==> run_1/gate_families.png <==
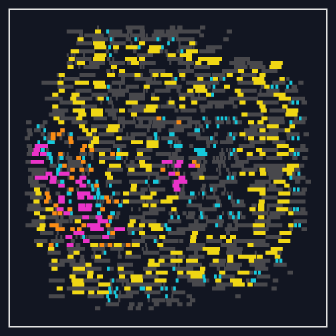
==> run_1/registers.png <==
Other sequential cells in the stronger grey, the rest of the logic in the fainter grey.
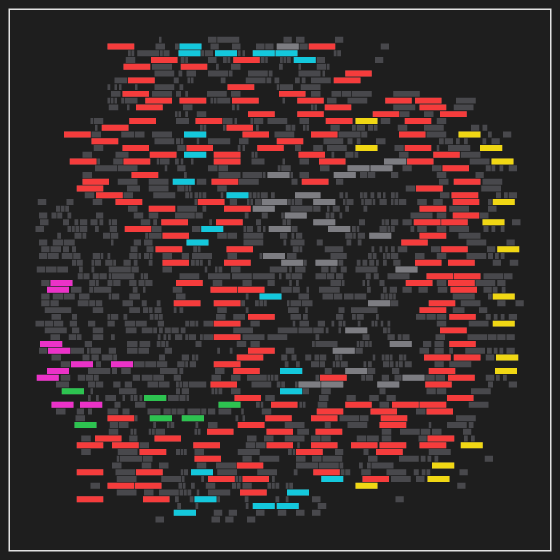
==> run_1/cell_classes.png <==
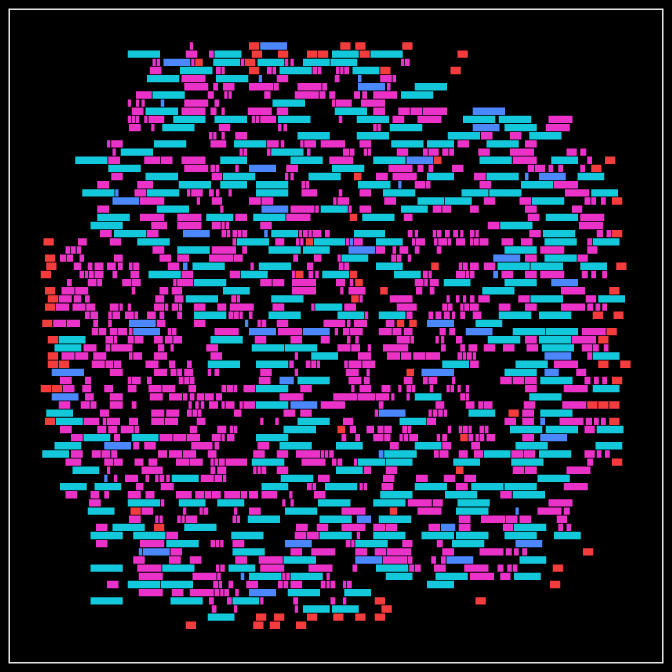
--- src/rtl/frac_pkg.sv ---
// Shared types and constants for the Mandelbrot result packer.
// Frame geometry, frame-buffer word layout and output FSM states.
package frac_pkg;

    localparam int H_RES          = 640;
    localparam int V_RES          = 480;
    localparam int PIX_PER_WORD   = 16;
    localparam int WORDS_PER_LINE = 40;
    localparam int ADDR_W         = 22;

    typedef struct packed {
        logic [ADDR_W-1:0] addr;
        logic [15:0]       data;
    } frac_wr_word_t;

    // Queue entry: a frame-buffer word plus an end-of-frame marker.
    typedef struct packed {
        logic          eof;
        frac_wr_word_t word;
    } frac_fifo_ent_t;

    typedef enum logic {
        IDLE,
        REQ
    } frac_out_st_e;

    // Word address of (row y, word column w); wraps modulo 2^ADDR_W.
    function automatic logic [ADDR_W-1:0] frac_word_addr(
        input logic [ADDR_W-1:0] base,
        input logic [9:0]        y,
        input logic [5:0]        w
    );
        logic [ADDR_W-1:0] prod;
        prod = ADDR_W'(y) * ADDR_W'(WORDS_PER_LINE);
        return base + prod + ADDR_W'(w);
    endfunction

endpackage

--- src/rtl/frac_result_packer_if.sv ---
// Pixel-result input, frame-buffer write port and flush/frame signals.
// FRAC_PACK_DIAG_EN adds the diagnostic counters to the bundle.
interface frac_result_packer_if;
    import frac_pkg::*;

    logic              done_tick;
    logic              found;
    logic [9:0]        px;
    logic [9:0]        py;
    logic              in_ready;
    logic              wr_req;
    logic [ADDR_W-1:0] wr_addr;
    logic [15:0]       wr_data;
    logic              wr_ack;
    logic              flush;
    logic              frame_done;
`ifdef FRAC_PACK_DIAG_EN
    logic [15:0]       diag_partial_cnt;
    logic [15:0]       diag_drop_cnt;
    logic              diag_err;
`endif

    // Packer side.
    modport slave (
        input  done_tick, found, px, py, wr_ack, flush,
        output in_ready, wr_req, wr_addr, wr_data, frame_done
`ifdef FRAC_PACK_DIAG_EN
        , output diag_partial_cnt, diag_drop_cnt, diag_err
`endif
    );

    // Pixel source and frame-buffer side.
    modport master (
        output done_tick, found, px, py, wr_ack, flush,
        input  in_ready, wr_req, wr_addr, wr_data, frame_done
`ifdef FRAC_PACK_DIAG_EN
        , input diag_partial_cnt, diag_drop_cnt, diag_err
`endif
    );

endinterface

--- src/rtl/frac_wr_fifo.sv ---
// Word FIFO between the packer and the output FSM.
// Accepts up to two pushes per cycle (wd0 first); exposes head and next.
module frac_wr_fifo
    import frac_pkg::*;
#(
    parameter int DEPTH = 4,
    localparam int AW   = $clog2(DEPTH),
    localparam int CW   = $clog2(DEPTH + 1)
) (
    input  logic           clk,
    input  logic           rst,
    input  logic [1:0]     push_i,
    input  frac_fifo_ent_t wd0_i,
    input  frac_fifo_ent_t wd1_i,
    input  logic           pop_i,
    output frac_fifo_ent_t rd0_o,
    output frac_fifo_ent_t rd1_o,
    output logic           full_o,
    output logic           empty_o,
    output logic [CW-1:0]  free_o,
    output logic [CW-1:0]  cnt_o
);

    frac_fifo_ent_t mem_q [DEPTH];
    logic [AW-1:0]  wptr_q;
    logic [AW-1:0]  rptr_q;
    logic [CW-1:0]  cnt_q;
    logic [AW-1:0]  wptr_nx;
    logic [AW-1:0]  rptr_nx;

    assign wptr_nx = wptr_q + AW'(1);
    assign rptr_nx = rptr_q + AW'(1);

    // Storage: entries are only read once written, so no reset needed.
    always_ff @(posedge clk) begin
        if (push_i != 2'd0) begin
            mem_q[wptr_q] <= wd0_i;
        end
        if (push_i == 2'd2) begin
            mem_q[wptr_nx] <= wd1_i;
        end
    end

    // Pointer and occupancy bookkeeping.
    always_ff @(posedge clk or posedge rst) begin
        if (rst) begin
            wptr_q <= '0;
            rptr_q <= '0;
            cnt_q  <= '0;
        end else begin
            wptr_q <= wptr_q + AW'(push_i);
            if (pop_i) begin
                rptr_q <= rptr_nx;
            end
            cnt_q <= cnt_q + CW'(push_i) - CW'(pop_i);
        end
    end

    assign rd0_o   = mem_q[rptr_q];
    assign rd1_o   = mem_q[rptr_nx];
    assign full_o  = (cnt_q == CW'(DEPTH));
    assign empty_o = (cnt_q == '0);
    assign free_o  = CW'(DEPTH) - cnt_q;
    assign cnt_o   = cnt_q;

endmodule

--- src/rtl/frac_result_packer.sv ---
// Packs 1-bit pixel results into 16-pixel words and issues writes.
// Optional diagnostics are built when FRAC_PACK_DIAG_EN is defined.
module frac_result_packer
    import frac_pkg::*;
#(
    parameter logic [ADDR_W-1:0] BASE_ADDR  = '0,
    parameter int                FIFO_DEPTH = 4
) (
    input  logic clk,
    input  logic rst,
    frac_result_packer_if.slave bus
);

    localparam int CW = $clog2(FIFO_DEPTH + 1);

    logic [15:0]       acc_q, acc_d;
    logic [9:0]        acc_py_q, acc_py_d;
    logic [5:0]        acc_word_q, acc_word_d;
    logic              acc_vld_q, acc_vld_d;

    logic              tag_chg;
    logic              cmp;
    logic              two_push;
    logic              in_ready;
    logic              accept;
    logic              push_old;
    logic              push_new;
    logic [15:0]       acc_new;
    logic [1:0]        npush;
    frac_fifo_ent_t    old_ent, new_ent, wd0, wd1;

    frac_fifo_ent_t    rd0, rd1;
    logic              full, empty, pop;
    logic [CW-1:0]     free, cnt;

    frac_out_st_e      state_q;
    logic              wr_req_q;
    logic [ADDR_W-1:0] wr_addr_q;
    logic [15:0]       wr_data_q;
    logic              eof_q;
    logic              frame_done_q;
    logic              more;
    frac_fifo_ent_t    nxt;

    // Assembly: merge the pixel, decide which words leave this cycle.
    always_comb begin
        tag_chg    = acc_vld_q &&
                     ({acc_py_q, acc_word_q} != {bus.py, bus.px[9:4]});
        cmp        = (bus.px[3:0] == 4'hF) ||
                     (bus.px == 10'(H_RES - 1));
        two_push   = bus.done_tick && tag_chg && (cmp || bus.flush);
        in_ready   = !full && !(two_push && (free < CW'(2)));
        accept     = bus.done_tick && in_ready;

        acc_new    = tag_chg ? 16'h0 : acc_q;
        acc_new[bus.px[3:0]] = bus.found;

        old_ent.eof        = 1'b0;
        old_ent.word.addr  = frac_word_addr(BASE_ADDR, acc_py_q, acc_word_q);
        old_ent.word.data  = acc_q;
        new_ent.eof        = (bus.px == 10'(H_RES - 1)) && (bus.py == 10'd0);
        new_ent.word.addr  = frac_word_addr(BASE_ADDR, bus.py, bus.px[9:4]);
        new_ent.word.data  = acc_new;

        push_old   = accept ? tag_chg
                            : (bus.flush && acc_vld_q && !full);
        push_new   = accept && (cmp || bus.flush);
        npush      = {1'b0, push_old} + {1'b0, push_new};
        wd0        = push_old ? old_ent : new_ent;
        wd1        = new_ent;

        acc_d      = acc_q;
        acc_py_d   = acc_py_q;
        acc_word_d = acc_word_q;
        acc_vld_d  = acc_vld_q;
        if (accept) begin
            acc_py_d   = bus.py;
            acc_word_d = bus.px[9:4];
            if (cmp || bus.flush) begin
                acc_d     = 16'h0;
                acc_vld_d = 1'b0;
            end else begin
                acc_d     = acc_new;
                acc_vld_d = 1'b1;
            end
        end else if (push_old) begin
            acc_d     = 16'h0;
            acc_vld_d = 1'b0;
        end
    end

    // Assembly register and tag.
    always_ff @(posedge clk or posedge rst) begin
        if (rst) begin
            acc_q      <= '0;
            acc_py_q   <= '0;
            acc_word_q <= '0;
            acc_vld_q  <= 1'b0;
        end else begin
            acc_q      <= acc_d;
            acc_py_q   <= acc_py_d;
            acc_word_q <= acc_word_d;
            acc_vld_q  <= acc_vld_d;
        end
    end

    frac_wr_fifo #(
        .DEPTH (FIFO_DEPTH)
    ) u_fifo (
        .clk     (clk),
        .rst     (rst),
        .push_i  (npush),
        .wd0_i   (wd0),
        .wd1_i   (wd1),
        .pop_i   (pop),
        .rd0_o   (rd0),
        .rd1_o   (rd1),
        .full_o  (full),
        .empty_o (empty),
        .free_o  (free),
        .cnt_o   (cnt)
    );

    // Head leaves on ack; the next word is either queued or arriving now.
    assign pop  = (state_q == REQ) && bus.wr_ack;
    assign more = (cnt > CW'(1)) || (npush != 2'd0);
    assign nxt  = (cnt > CW'(1)) ? rd1 : wd0;

    // Output FSM: present the FIFO head until the frame buffer takes it.
    always_ff @(posedge clk or posedge rst) begin
        if (rst) begin
            state_q      <= IDLE;
            wr_req_q     <= 1'b0;
            wr_addr_q    <= '0;
            wr_data_q    <= '0;
            eof_q        <= 1'b0;
            frame_done_q <= 1'b0;
        end else begin
            frame_done_q <= 1'b0;
            case (state_q)
                IDLE: begin
                    if (!empty) begin
                        state_q   <= REQ;
                        wr_req_q  <= 1'b1;
                        wr_addr_q <= rd0.word.addr;
                        wr_data_q <= rd0.word.data;
                        eof_q     <= rd0.eof;
                    end
                end
                REQ: begin
                    if (bus.wr_ack) begin
                        frame_done_q <= eof_q;
                        if (more) begin
                            wr_addr_q <= nxt.word.addr;
                            wr_data_q <= nxt.word.data;
                            eof_q     <= nxt.eof;
                        end else begin
                            state_q  <= IDLE;
                            wr_req_q <= 1'b0;
                        end
                    end
                end
                default: begin
                    state_q  <= IDLE;
                    wr_req_q <= 1'b0;
                end
            endcase
        end
    end

    assign bus.in_ready   = in_ready;
    assign bus.wr_req     = wr_req_q;
    assign bus.wr_addr    = wr_addr_q;
    assign bus.wr_data    = wr_data_q;
    assign bus.frame_done = frame_done_q;

`ifdef FRAC_PACK_DIAG_EN
    logic [15:0] part_cnt_q;
    logic [15:0] drop_cnt_q;
    logic        diag_err_q;
    logic [1:0]  part_inc;
    logic        drop;

    assign part_inc = {1'b0, push_old} + {1'b0, push_new && !cmp};
    assign drop     = bus.done_tick && !in_ready;

    // Diagnostics: partial-word pushes, dropped ticks, sticky error.
    always_ff @(posedge clk or posedge rst) begin
        if (rst) begin
            part_cnt_q <= '0;
            drop_cnt_q <= '0;
            diag_err_q <= 1'b0;
        end else begin
            part_cnt_q <= part_cnt_q + 16'(part_inc);
            if (drop) begin
                drop_cnt_q <= drop_cnt_q + 16'd1;
                diag_err_q <= 1'b1;
            end
        end
    end

    assign bus.diag_partial_cnt = part_cnt_q;
    assign bus.diag_drop_cnt    = drop_cnt_q;
    assign bus.diag_err         = diag_err_q;
`endif

endmodule

--- src/flat_wrapper.sv ---
// flat-port wrapper written by rule: the top's interface ports become plain ports
module frac_result_packer_flat import frac_pkg::*;
#(
    parameter logic [ADDR_W-1:0] BASE_ADDR  = '0,
    parameter int                FIFO_DEPTH = 4
)
  (clk, rst, bus_done_tick, bus_found, bus_px, bus_py, bus_wr_ack, bus_flush, bus_in_ready, bus_wr_req, bus_wr_addr, bus_wr_data, bus_frame_done);
  frac_result_packer_if bus_i ();
  input  logic clk;
  input  logic rst;
  input wire logic [$bits(bus_i.done_tick)-1:0] bus_done_tick;
  input wire logic [$bits(bus_i.found)-1:0] bus_found;
  input wire logic [$bits(bus_i.px)-1:0] bus_px;
  input wire logic [$bits(bus_i.py)-1:0] bus_py;
  input wire logic [$bits(bus_i.wr_ack)-1:0] bus_wr_ack;
  input wire logic [$bits(bus_i.flush)-1:0] bus_flush;
  output wire logic [$bits(bus_i.in_ready)-1:0] bus_in_ready;
  output wire logic [$bits(bus_i.wr_req)-1:0] bus_wr_req;
  output wire logic [$bits(bus_i.wr_addr)-1:0] bus_wr_addr;
  output wire logic [$bits(bus_i.wr_data)-1:0] bus_wr_data;
  output wire logic [$bits(bus_i.frame_done)-1:0] bus_frame_done;
  assign bus_i.done_tick = bus_done_tick;
  assign bus_i.found = bus_found;
  assign bus_i.px = bus_px;
  assign bus_i.py = bus_py;
  assign bus_i.wr_ack = bus_wr_ack;
  assign bus_i.flush = bus_flush;
  assign bus_in_ready = bus_i.in_ready;
  assign bus_wr_req = bus_i.wr_req;
  assign bus_wr_addr = bus_i.wr_addr;
  assign bus_wr_data = bus_i.wr_data;
  assign bus_frame_done = bus_i.frame_done;
  frac_result_packer #(.BASE_ADDR(BASE_ADDR), .FIFO_DEPTH(FIFO_DEPTH)) u_core (.clk(clk), .rst(rst), .bus(bus_i));
endmodule
--- config.mk ---
export PLATFORM = sky130hd
export DESIGN_NAME = frac_result_packer_flat
export DESIGN_NICKNAME = d
export VERILOG_FILES = /design/src/rtl/frac_pkg.sv /design/src/rtl/frac_result_packer_if.sv /design/src/rtl/frac_wr_fifo.sv /design/src/rtl/frac_result_packer.sv /design/src/flat_wrapper.sv
export SDC_FILE = /design/constraint.sdc
export NUM_CORES = 1
export LEC_CHECK = 0
export CAP_MARGIN = 10
export CORE_MARGIN = 10
export CORE_UTILIZATION = 38
export DETAILED_ROUTE_END_ITERATION = 16
export MAX_ROUTING_LAYER = met4
export PLACE_DENSITY_LB_ADDON = 0.12
export SYNTH_ARGS = -nofsm -noshare
export SYNTH_HDL_FRONTEND = slang
export SYNTH_HIERARCHICAL = 1
export SYNTH_SLANG_ARGS = --single-unit
--- constraint.sdc ---
create_clock -name clk -period 15.2 [get_ports clk]
set_input_delay 1.52 -clock clk [delete_from_list [all_inputs] [get_ports clk]]
set_output_delay 1.52 -clock clk [all_outputs]
set_load 0.05 [all_outputs]
==> impl_metrics.env, run 1 <==
# flow metrics
export IMPL_worst_pin_slew_ns=0.929
export IMPL_grt_use_total_pct=17.5
export IMPL_grtUsageMet2_pct=28.2
export IMPL_grt_pass1_vias=10300
export IMPL_vias=9904
export IMPL_drc=0
export IMPL_floorplan_core_util_pct=38.4
export IMPL_wirelength_um=40100
export IMPL_overflow=0
export IMPL_crit_buf_inv=2
export IMPL_p_total_mw=3.66
export IMPL_nets=1335
export IMPL_stdcell_area_sq_um=17100
export IMPL_hold_viol=0
export IMPL_hpwl_um=26100
export IMPL_drt_iter0_drc=620
export IMPL_cp_depth=8
export IMPL_hold_depth=2
export IMPL_routed_wl_met2_um=19200
export IMPL_grt_pass1_wl_um=62900
export IMPL_p_clk_share_pct=19.7
export IMPL_holdBufCountCts=0
export IMPL_clock_sinks=238
export IMPL_syn_to_final_growth_pct=15.5
export IMPL_hold_ws_ns=0.484
export IMPL_clk_pin_slew_ns=0.06
export IMPL_drive_above_1_share_pct=24.8
export IMPL_die_y_um=217
export IMPL_switching_power_mw=1.46
export IMPL_skew_ns=0.0125
export IMPL_met1_length_um=18800
export IMPL_gr_usage_met3_pct=2.32
export IMPL_cpMaxStageDelayCell="clkdlybuf4s50_1"
export IMPL_maxSlewViolCount=0
export IMPL_cp_start_kind="input pin"
export IMPL_required_ns=13.68
export IMPL_min_path_type="reg2reg"
export IMPL_pin_count=67
export IMPL_final_util_pct=44.3
export IMPL_power_leader="combinational logic"
export IMPL_comb_power_share_pct=48.8
export IMPL_p_int_mw=2.20
export IMPL_ir_drop_uv=111
export IMPL_yosys_warnings=6
export IMPL_status="completed"
export IMPL_powerClk_mw=0.720
export IMPL_endpoint="bus_in_ready"
## Picture notes: gate_families.png
family	colour	cells
adder and majority cells	magenta	52
inverting AOI/OAI gates	cyan	164
XOR/XNOR gates	orange	51
multiplexers	yellow	272

## Picture notes: registers.png
name in the netlist	colour	flops
`u_core/acc_word_q`	green	6
`u_core/bus.wr_addr`	cyan	22
`u_core/acc_py_q`	magenta	10
`u_core/u_fifo/mem_q`	red	156
`u_core/bus.wr_data`	yellow	16

## Picture notes: cell_classes.png
class	colour	cells	share of their area
flops	cyan	238	41%
all other logic	magenta	903	48%
other buffers and delay cells	red	84	4.8%
clock drivers and dummy loads	blue	55	6.0%

==> run 1: layout by cell type (no fill, tap or decap), drive strengths merged, types with 4 or more instances in the layout <==
cell type,n
xnor2,37
a211oi,5
clkinv,10
nor2,75
clkdlybuf4s50,66
nor3,19
buf,18
edfxtp,156
mux2,173
o21ai,80
mux4,78
nand3,6
nand2b,8
inv,25
o21bai,4
nor4b,4
nand2,73
clkbuf,44
fa,5
nand4,7
and3,27
a21oi,64
ha,47
mux2i,21
xor2,14
dfrtp,82
a22o,32
a21o,6
conb,48
nor2b,6
nor4,5
==> run 1: area by class of cell <==
type                       instances  share of cell area, %
sequential                       238                   39.4
clock buffer                      44                   5.06
timing repair buffer              84                   4.65
inverter                          27                  0.600
multi-input combinational        876                   45.7
tap                              518                   3.79
clock inverter                    11                  0.732
==> run_1/final_clocks.png <==
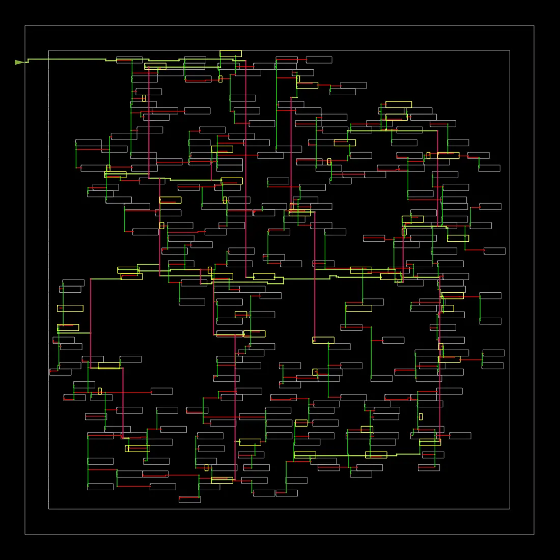

==> run 1 -> run 2 <==
Clock period 15.2 ns to 5.6 ns, I/O delays scaled along.
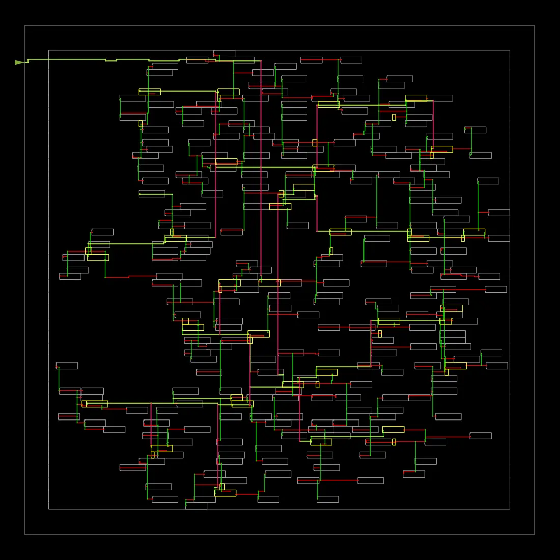
(run_2/final_clocks.png)
CTS buffer count: 29
# clk buffers: 39

==> run 2 against run 1 <==
Against the previous run:
- area after synthesis unchanged
- synthesized cell count did not move
- first-iteration DRC count shrank 10%
- worst setup slack lost 7.5 ns
- combinational power rose to 2.7 times the previous value
- worst hold slack worse by 0.12 ns
- power rose to 2.7 times the previous value
- utilization about the same
- via count grew 1.5%
- cell count is 0.67% higher
- critical endpoint is now u_core/u_fifo/mem_q[3][24]
==> impl_metrics.env, run 2 <==
# flow metrics
export IMPL_grt_use_total_pct=18.1
export IMPL_seq_share_pct=39.4
export IMPL_cpMaxStageDelayCell="or3b_4"
export IMPL_routed_wl_met2_um=20000
export IMPL_clk_share_pct=4.95
export IMPL_tap_cells=518
export IMPL_drc=0
export IMPL_wirelength_um=41600
export IMPL_worst_pin_slew_ns=0.864
export IMPL_min_path_type="in2async"
export IMPL_seq_cell_count=238
export IMPL_nets=1349
export IMPL_syn_to_final_growth_pct=15.6
export IMPL_drt_iter0_drc=558
export IMPL_skew_ns=0.00804
export IMPL_ir_drop_uv=271
export IMPL_yosys_warnings=6
export IMPL_status="completed"
export IMPL_vias=10100
export IMPL_hold_ws_ns=0.366
export IMPL_hold_viol=0
export IMPL_largestClassByArea="multi-input combinational cells"
export IMPL_n_all_inverters=27
export IMPL_overflow=0
export IMPL_endpoint="u_core/u_fifo/mem_q[3][24]"
export IMPL_logic_gate_count=876
export IMPL_grt_pass1_vias=10500
export IMPL_crit_buf_inv=2
export IMPL_num_nonclk_buffers=99
export IMPL_holdBufCountCts=0
export IMPL_die_y_um=217
export IMPL_final_util_pct=44.4
export IMPL_maxSlewViolCount=0
export IMPL_lay_top_cells="edfxtp_1, mux2_2, dfrtp_1, mux4_2, o21ai_0"
export IMPL_buffer_area_share_pct=5.53
export IMPL_clk_pin_slew_ns=0.06
export IMPL_p_total_mw=9.77
export IMPL_required_ns=5.90
export IMPL_cp_depth=12
export IMPL_clock_sinks=238
run 2: through the flow:
stage,cells,setup slack (ns),cell area [sq um]
finish,1810,1.14,17100
global route,1810,1.03,17100
CTS,1810,1.13,17100
detailed placement,1758,0.556,16300
global placement,1758,0.627,16300
floorplan,1212,0.435,15000
run 2: routing by layer:
| metal | GRT usage, % | vias to the layer above |
|---|---|---|
| met5 | - | - |
| met4 | 4.05 | 0 |
| met3 | 2.51 | 42 |
| met2 | 29.7 | 209 |
| met1 | 23.6 | 5158 |
| li1 | - | 4641 |
run 2: power breakdown:
group          leakage (nW)  switching (mW)  total [mW]  internal [mW]
clock network         0.413           0.738        1.71          0.971
logic                  3.61            2.73        4.92           2.19
registers              2.44           0.511        3.13           2.62
==> run 2 -> run 3 <==
Clock period 5.6 ns to 4 ns, I/O delays scaled along.
==> run 3 against run 2 <==
Against the previous run:
- power grew 45%
- first-iteration DRC count up 18%
- final area increased by 4.3%
- worst hold slack got worse by 0.18 ns
- critical path depth is 1 higher
- wire length down 1.1%
- combinational power grew 48%
- via count grew 2.0%
- sequential share of layout area fell by 1.6 points
- clock skew grew 0.0026 ns
==> impl_metrics.env, run 3 <==
# flow metrics
export IMPL_status="completed"
export IMPL_clk_share_pct=4.92
export IMPL_die_y_um=217
export IMPL_hold_ws_ns=0.190
export IMPL_required_ns=4.28
export IMPL_worst_pin_slew_ns=0.852
export IMPL_grt_pass1_vias=10700
export IMPL_syn_to_final_growth_pct=20.6
export IMPL_vias=10300
export IMPL_grt_most_used_layer="met2"
export IMPL_nets=1414
export IMPL_holdBufCountCts=0
export IMPL_n_clock_buffer=45
export IMPL_routed_wl_met2_um=20900
export IMPL_grtUsageMet1_pct=22.4
export IMPL_seq_cell_count=238
export IMPL_hold_viol=0
export IMPL_seq_share_pct=37.8
export IMPL_buffer_area_share_pct=9.14
export IMPL_crit_buf_inv=3
export IMPL_drc=0
==> run 3: through the flow <==
step,utilization [%],cell area (sq um)
2_1_floorplan,-,15000
3_3_place_gp,44.0,17000
3_5_place_dp,44.0,17000
4_1_cts,46.3,17800
5_1_grt,46.3,17800
6_report,46.3,17800
==> run 3: timing repair <==
item | 4_1_cts | 5_1_grt
gates resized | 1 | 0
pin swaps | 0 | 1
setup endpoints to repair | 74 | 32
hold endpoints to repair | 0 | 0
==> run 3: where the power goes <==
group          total, mW  leakage (nW)  internal [mW]  switching, mW
Sequential          4.36          2.44           3.67          0.696
Combinational       7.30          4.00           3.35           3.95
Clock               2.46         0.435           1.44           1.03
Total               14.1          6.88           8.46           5.67
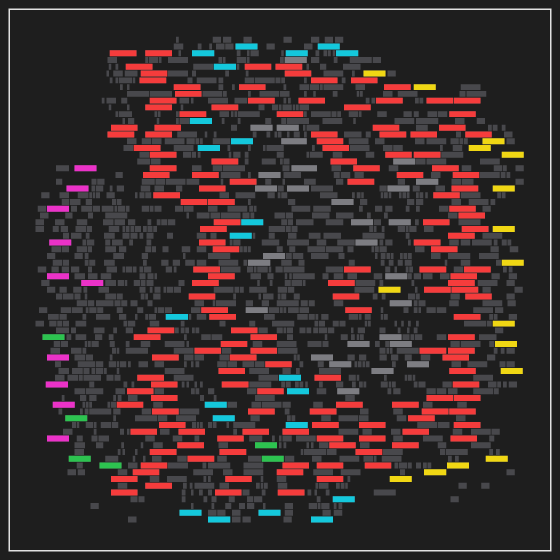
(run_3/registers.png)
Other sequential cells in the stronger grey, the rest of the logic in the fainter grey.
name in the netlist	colour	flops
`u_core/acc_py_q`	magenta	10
`u_core/acc_word_q`	green	6
`u_core/bus.wr_data`	yellow	16
`u_core/u_fifo/mem_q`	red	156
`u_core/bus.wr_addr`	cyan	22

No activity file was given, so power comes from the tool's default toggle rates.
